`src/rtl/snn_step_scheduler.sv`:
```
// snn_step_scheduler: time-step controller for the excitatory SNN layer.
// For each time step it walks the shared synapse path over all inputs, then
// strobes neuron update, samples the spike vector, and (if anything fired)
// strobes learning. It counts spikes per neuron across the run and reports
// the winning neuron at the end.
// Optional build macro SNN_WTA_INH_EN: winner-take-all learning strobe plus
// lateral inhibition pulse. Without it spike_inh is tied low and learn_en
// carries the full spike vector.
module snn_step_scheduler #(
  parameter int INPUTNUM = 10,
  parameter int EXCNUM   = 2,
  parameter int STEP_W   = 8,
  parameter int CNT_W    = 8,
  localparam int IDX_W   = (INPUTNUM > 1) ? $clog2(INPUTNUM) : 1,
  localparam int WIN_W   = (EXCNUM > 1) ? $clog2(EXCNUM) : 1
) (
  input  logic              clk,
  input  logic              rst,
  input  logic              en,
  input  logic              start,
  input  logic [STEP_W-1:0] num_steps,
  output logic              busy,
  output logic              done,
  output logic [IDX_W-1:0]  syn_idx,
  output logic              syn_valid,
  output logic              neuron_en,
  input  logic [EXCNUM-1:0] exc_spikes,
  output logic [EXCNUM-1:0] learn_en,
  output logic              spike_inh,
  output logic [STEP_W-1:0] step_cnt,
  output logic [WIN_W-1:0]  winner,
  output logic              winner_valid
);

  typedef enum logic [2:0] {
    IDLE   = 3'd0,
    ACCUM  = 3'd1,
    FIRE   = 3'd2,
    SAMPLE = 3'd3,
    LEARN  = 3'd4,
    DONE   = 3'd5
  } state_t;

  localparam logic [IDX_W-1:0] IDX_LAST = IDX_W'(INPUTNUM - 1);
  localparam logic [CNT_W-1:0] CNT_MAX  = '1;

  state_t              state_reg;
  logic [STEP_W-1:0]   steps_reg;
  logic [STEP_W-1:0]   step_cnt_reg;
  logic [IDX_W-1:0]    syn_idx_reg;
  logic                busy_reg;
  logic                done_reg;
  logic                syn_valid_reg;
  logic                neuron_en_reg;
  logic [EXCNUM-1:0]   learn_en_reg;
  logic [WIN_W-1:0]    winner_reg;
  logic                winner_valid_reg;

  logic [CNT_W-1:0]    cnt_reg  [EXCNUM];
  logic [CNT_W-1:0]    cnt_next [EXCNUM];

  logic                accept_start;
  logic                sample_now;
  logic                any_spike;
  logic                step_end;
  logic                last_step;
  logic [EXCNUM-1:0]   learn_vec;
  logic [WIN_W-1:0]    win_idx;
  logic [CNT_W-1:0]    win_max;
  logic                any_nz;

  assign accept_start = en && (state_reg == IDLE) && start;
  assign sample_now   = en && (state_reg == SAMPLE);
  assign any_spike    = |exc_spikes;
  // A step finishes after SAMPLE when nothing fired, otherwise after LEARN.
  assign step_end     = ((state_reg == SAMPLE) && !any_spike) || (state_reg == LEARN);
  assign last_step    = (step_cnt_reg == (steps_reg - STEP_W'(1)));

`ifdef SNN_WTA_INH_EN
  logic spike_inh_reg;

  // Lowest set bit of the spike vector: two's complement isolates it.
  assign learn_vec = exc_spikes & (~exc_spikes + EXCNUM'(1));

  // Inhibition covers the LEARN cycle and the first ACCUM cycle after it.
  always_ff @(posedge clk) begin
    if (rst) begin
      spike_inh_reg <= 1'b0;
    end else if (en) begin
      if (state_reg == SAMPLE) begin
        spike_inh_reg <= any_spike;
      end else if (state_reg == LEARN) begin
        spike_inh_reg <= !last_step;
      end else begin
        spike_inh_reg <= 1'b0;
      end
    end
  end

  assign spike_inh = spike_inh_reg;
`else
  assign learn_vec = exc_spikes;
  assign spike_inh = 1'b0;
`endif

  // Per-neuron saturating spike counters, cleared on every accepted start.
  generate
    for (genvar gi = 0; gi < EXCNUM; gi++) begin : g_cnt
      assign cnt_next[gi] = (sample_now && exc_spikes[gi] && (cnt_reg[gi] != CNT_MAX))
                            ? cnt_reg[gi] + CNT_W'(1) : cnt_reg[gi];

      // Counter update: clear at run start, count in SAMPLE.
      always_ff @(posedge clk) begin
        if (rst || accept_start) begin
          cnt_reg[gi] <= '0;
        end else if (sample_now) begin
          cnt_reg[gi] <= cnt_next[gi];
        end
      end
    end
  endgenerate

  // Argmax over the post-update counts; strict compare keeps the lowest index on ties.
  always_comb begin
    win_idx = '0;
    win_max = cnt_next[0];
    any_nz  = 1'b0;
    for (int i = 0; i < EXCNUM; i++) begin
      if (cnt_next[i] != '0) begin
        any_nz = 1'b1;
      end
      if (cnt_next[i] > win_max) begin
        win_max = cnt_next[i];
        win_idx = WIN_W'(i);
      end
    end
  end

  // Main sequencer: state plus all registered outputs, frozen while en is low.
  always_ff @(posedge clk) begin
    if (rst) begin
      state_reg        <= IDLE;
      steps_reg        <= '0;
      step_cnt_reg     <= '0;
      syn_idx_reg      <= '0;
      busy_reg         <= 1'b0;
      done_reg         <= 1'b0;
      syn_valid_reg    <= 1'b0;
      neuron_en_reg    <= 1'b0;
      learn_en_reg     <= '0;
      winner_reg       <= '0;
      winner_valid_reg <= 1'b0;
    end else if (en) begin
      case (state_reg)
        IDLE: begin
          if (start) begin
            busy_reg         <= 1'b1;
            steps_reg        <= num_steps;
            step_cnt_reg     <= '0;
            syn_idx_reg      <= '0;
            winner_reg       <= '0;
            winner_valid_reg <= 1'b0;
            if (num_steps != '0) begin
              syn_valid_reg <= 1'b1;
              state_reg     <= ACCUM;
            end else begin
              done_reg  <= 1'b1;
              state_reg <= DONE;
            end
          end
        end
        ACCUM: begin
          if (syn_idx_reg == IDX_LAST) begin
            syn_valid_reg <= 1'b0;
            neuron_en_reg <= 1'b1;
            state_reg     <= FIRE;
          end else begin
            syn_idx_reg <= syn_idx_reg + IDX_W'(1);
          end
        end
        FIRE: begin
          neuron_en_reg <= 1'b0;
          state_reg     <= SAMPLE;
        end
        SAMPLE: begin
          if (any_spike) begin
            learn_en_reg <= learn_vec;
            state_reg    <= LEARN;
          end
        end
        LEARN: begin
          learn_en_reg <= '0;
        end
        DONE: begin
          done_reg  <= 1'b0;
          busy_reg  <= 1'b0;
          state_reg <= IDLE;
        end
        default: begin
          state_reg <= IDLE;
        end
      endcase

      // Shared step-end decision; overrides the next state chosen above.
      if (step_end) begin
        if (last_step) begin
          done_reg         <= 1'b1;
          winner_reg       <= win_idx;
          winner_valid_reg <= any_nz;
          state_reg        <= DONE;
        end else begin
          step_cnt_reg  <= step_cnt_reg + STEP_W'(1);
          syn_idx_reg   <= '0;
          syn_valid_reg <= 1'b1;
          state_reg     <= ACCUM;
        end
      end
    end
  end

  // Strobes come from registers and are qualified by en so a frozen cycle
  // neither drops nor repeats a pulse.
  assign busy         = busy_reg;
  assign done         = done_reg & en;
  assign syn_valid    = syn_valid_reg & en;
  assign neuron_en    = neuron_en_reg & en;
  assign learn_en     = learn_en_reg & {EXCNUM{en}};
  assign syn_idx      = syn_idx_reg;
  assign step_cnt     = step_cnt_reg;
  assign winner       = winner_reg;
  assign winner_valid = winner_valid_reg;

endmodule

```
`config.mk`:
```
export PLATFORM = sky130hd
export DESIGN_NAME = snn_step_scheduler
export DESIGN_NICKNAME = d
export VERILOG_FILES = /design/src/rtl/snn_step_scheduler.sv
export SDC_FILE = /design/constraint.sdc
export NUM_CORES = 1
export LEC_CHECK = 0
export CAP_MARGIN = 30
export CORE_ASPECT_RATIO = 2
export CORE_MARGIN = 4
export CORE_UTILIZATION = 30
export DETAILED_ROUTE_END_ITERATION = 6
export PLACE_DENSITY = 0.6
export SYNTH_ARGS = -nofsm -noshare
export SYNTH_HDL_FRONTEND = slang
export SYNTH_SLANG_ARGS = --single-unit
```
`constraint.sdc`:
```
create_clock -name clk -period 9.9 [get_ports clk]
set_input_delay 1.98 -clock clk [delete_from_list [all_inputs] [get_ports clk]]
set_output_delay 1.98 -clock clk [all_outputs]
set_load 0.005 [all_outputs]
```
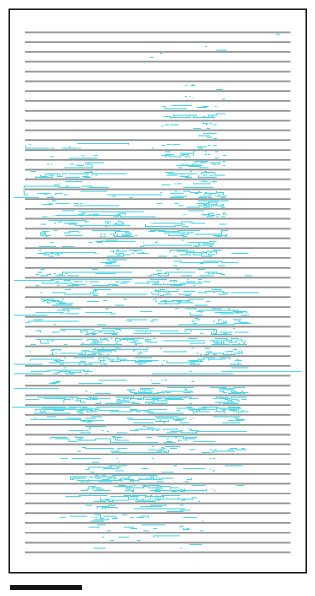
Fig. 1. M1 wires.
Bar = 20 um. Supply wires on this layer in grey.
The longest straight run is 22.5 um. The layer carries 3070 um of wire.
GRT met1 Usage: 14.0%
drt total wl: 8900 um
via count: 3023

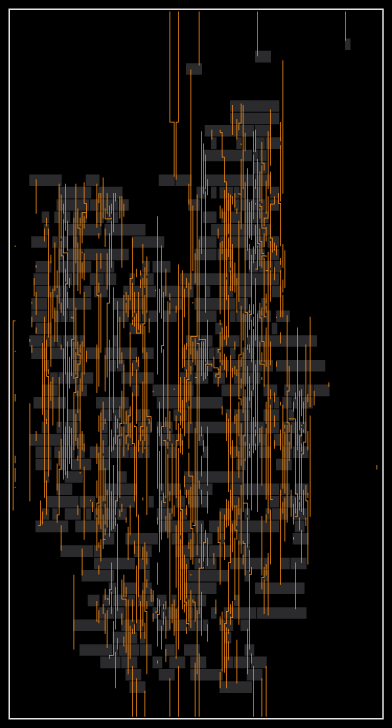
Fig. 2. Metal 2.
The wires run mostly vertical. The longest straight run is 57.5 um. The layer carries 5150 um of wire. The layer holds 58% of the routed length. 372 nets have wire on it.

[worst max-delay path by stage]
stage,start,endpoint,slack (ps)
6_report,en,learn_en[1],4120
5_1_grt,en,winner$_SDFFE_PP0P_,3860
4_1_cts,en,learn_en[1],4120
3_5_place_dp,en,winner$_SDFFE_PP0P_,3940
3_3_place_gp,en,winner$_SDFFE_PP0P_,4050
2_1_floorplan,en,done,5310
[power by group]
group          total [uW]  internal, uW  switching, uW
Sequential            222           208           13.5
Clock                 174          99.7           74.3
Combinational        80.9          35.3           45.6
[worst reg2reg max path, stage by stage, from the launching register on]
cell	delay, ps
dfxtp_1	610
and4b_1	690
o211ai_1	350
nor2_1	210
xnor2_1	170
ha_1	300
a21oi_1	160
nor2_1	60
a211oi_1	310
nor3b_1	100
nor4_1	270
o221ai_1	130
==> results_slide.txt <==
Flow Results at a Glance

Clock tree
  • Post-CTS sizing: 0
  • Clock Pin Slew Worst Setup and Hold Paths: 60 ps
  • Root Driver: clkbuf_16

Job
  • Max Cap Violations: 0

Drt
  • Drt drc: 0
  • WL per Instance: 16.2 um
  • M1 wire length: 3070 um
  • DR vias/cell: 5.51

Finish
  • Most frequent logic cell in the layout: nand2_1
  • Non-clock buffer share: 9.08%
  • Non-clk invs: 13
  • Nonclk buf count: 35
  • Register Area: 1100 sq um
  • Fraction of layout cells with a size suffix above 1: 5.58%
  • Clock buffer count: 6
  • P&R area growth vs syn: 17.4%
  • Comb. cell area: 2020 sq um

Hold path
  • Worst Hold Class: reg -> reg
  • Hold Crit Start: learn_en_reg[0]$_SDFFE_PP0P_

Logic synthesis
  • Most used DFF post-synth: dfxtp_1
  • Mux share: 3.44%
  • Largest family of logic cells by area: simple AND/OR/NAND/NOR gates
  • Synth Seq Share: 33.6%
  • Fa+ha+maj area frac: 4.97%
  • Synthesized flop and latch total: 47
  • Synthesized cell area: 3280 sq um
  • Ys cells: 394

Run status
  • Status: finished clean

Place
  • Post-DP Area: 3680 sq um
  • Placed cell count: 540

STA
  • Setup violators final: 0
  • Setup TNS: 0 ps

Setup path
  • CP startpoint kind: input port
  • RR Endpoint: winner$_SDFFE_PP0P_
  • Buf/Inv on CP: 2
  • Critical path's top delay family: buffers and inverters
  • R2R setup slack: 6420 ps
  • Crit-path slowest cell: clkdlybuf4s50_1

Floorplan
  • # Taps: 137
  • Placeable Area: 10600 sq um
  • Die height: 156 um
  • DIE AREA: 12800 sq um

Global routing
  • Largest net degree at the start of global routing: 31
  • Total grt overflow: 0
  • Antenna violations before repair: 0
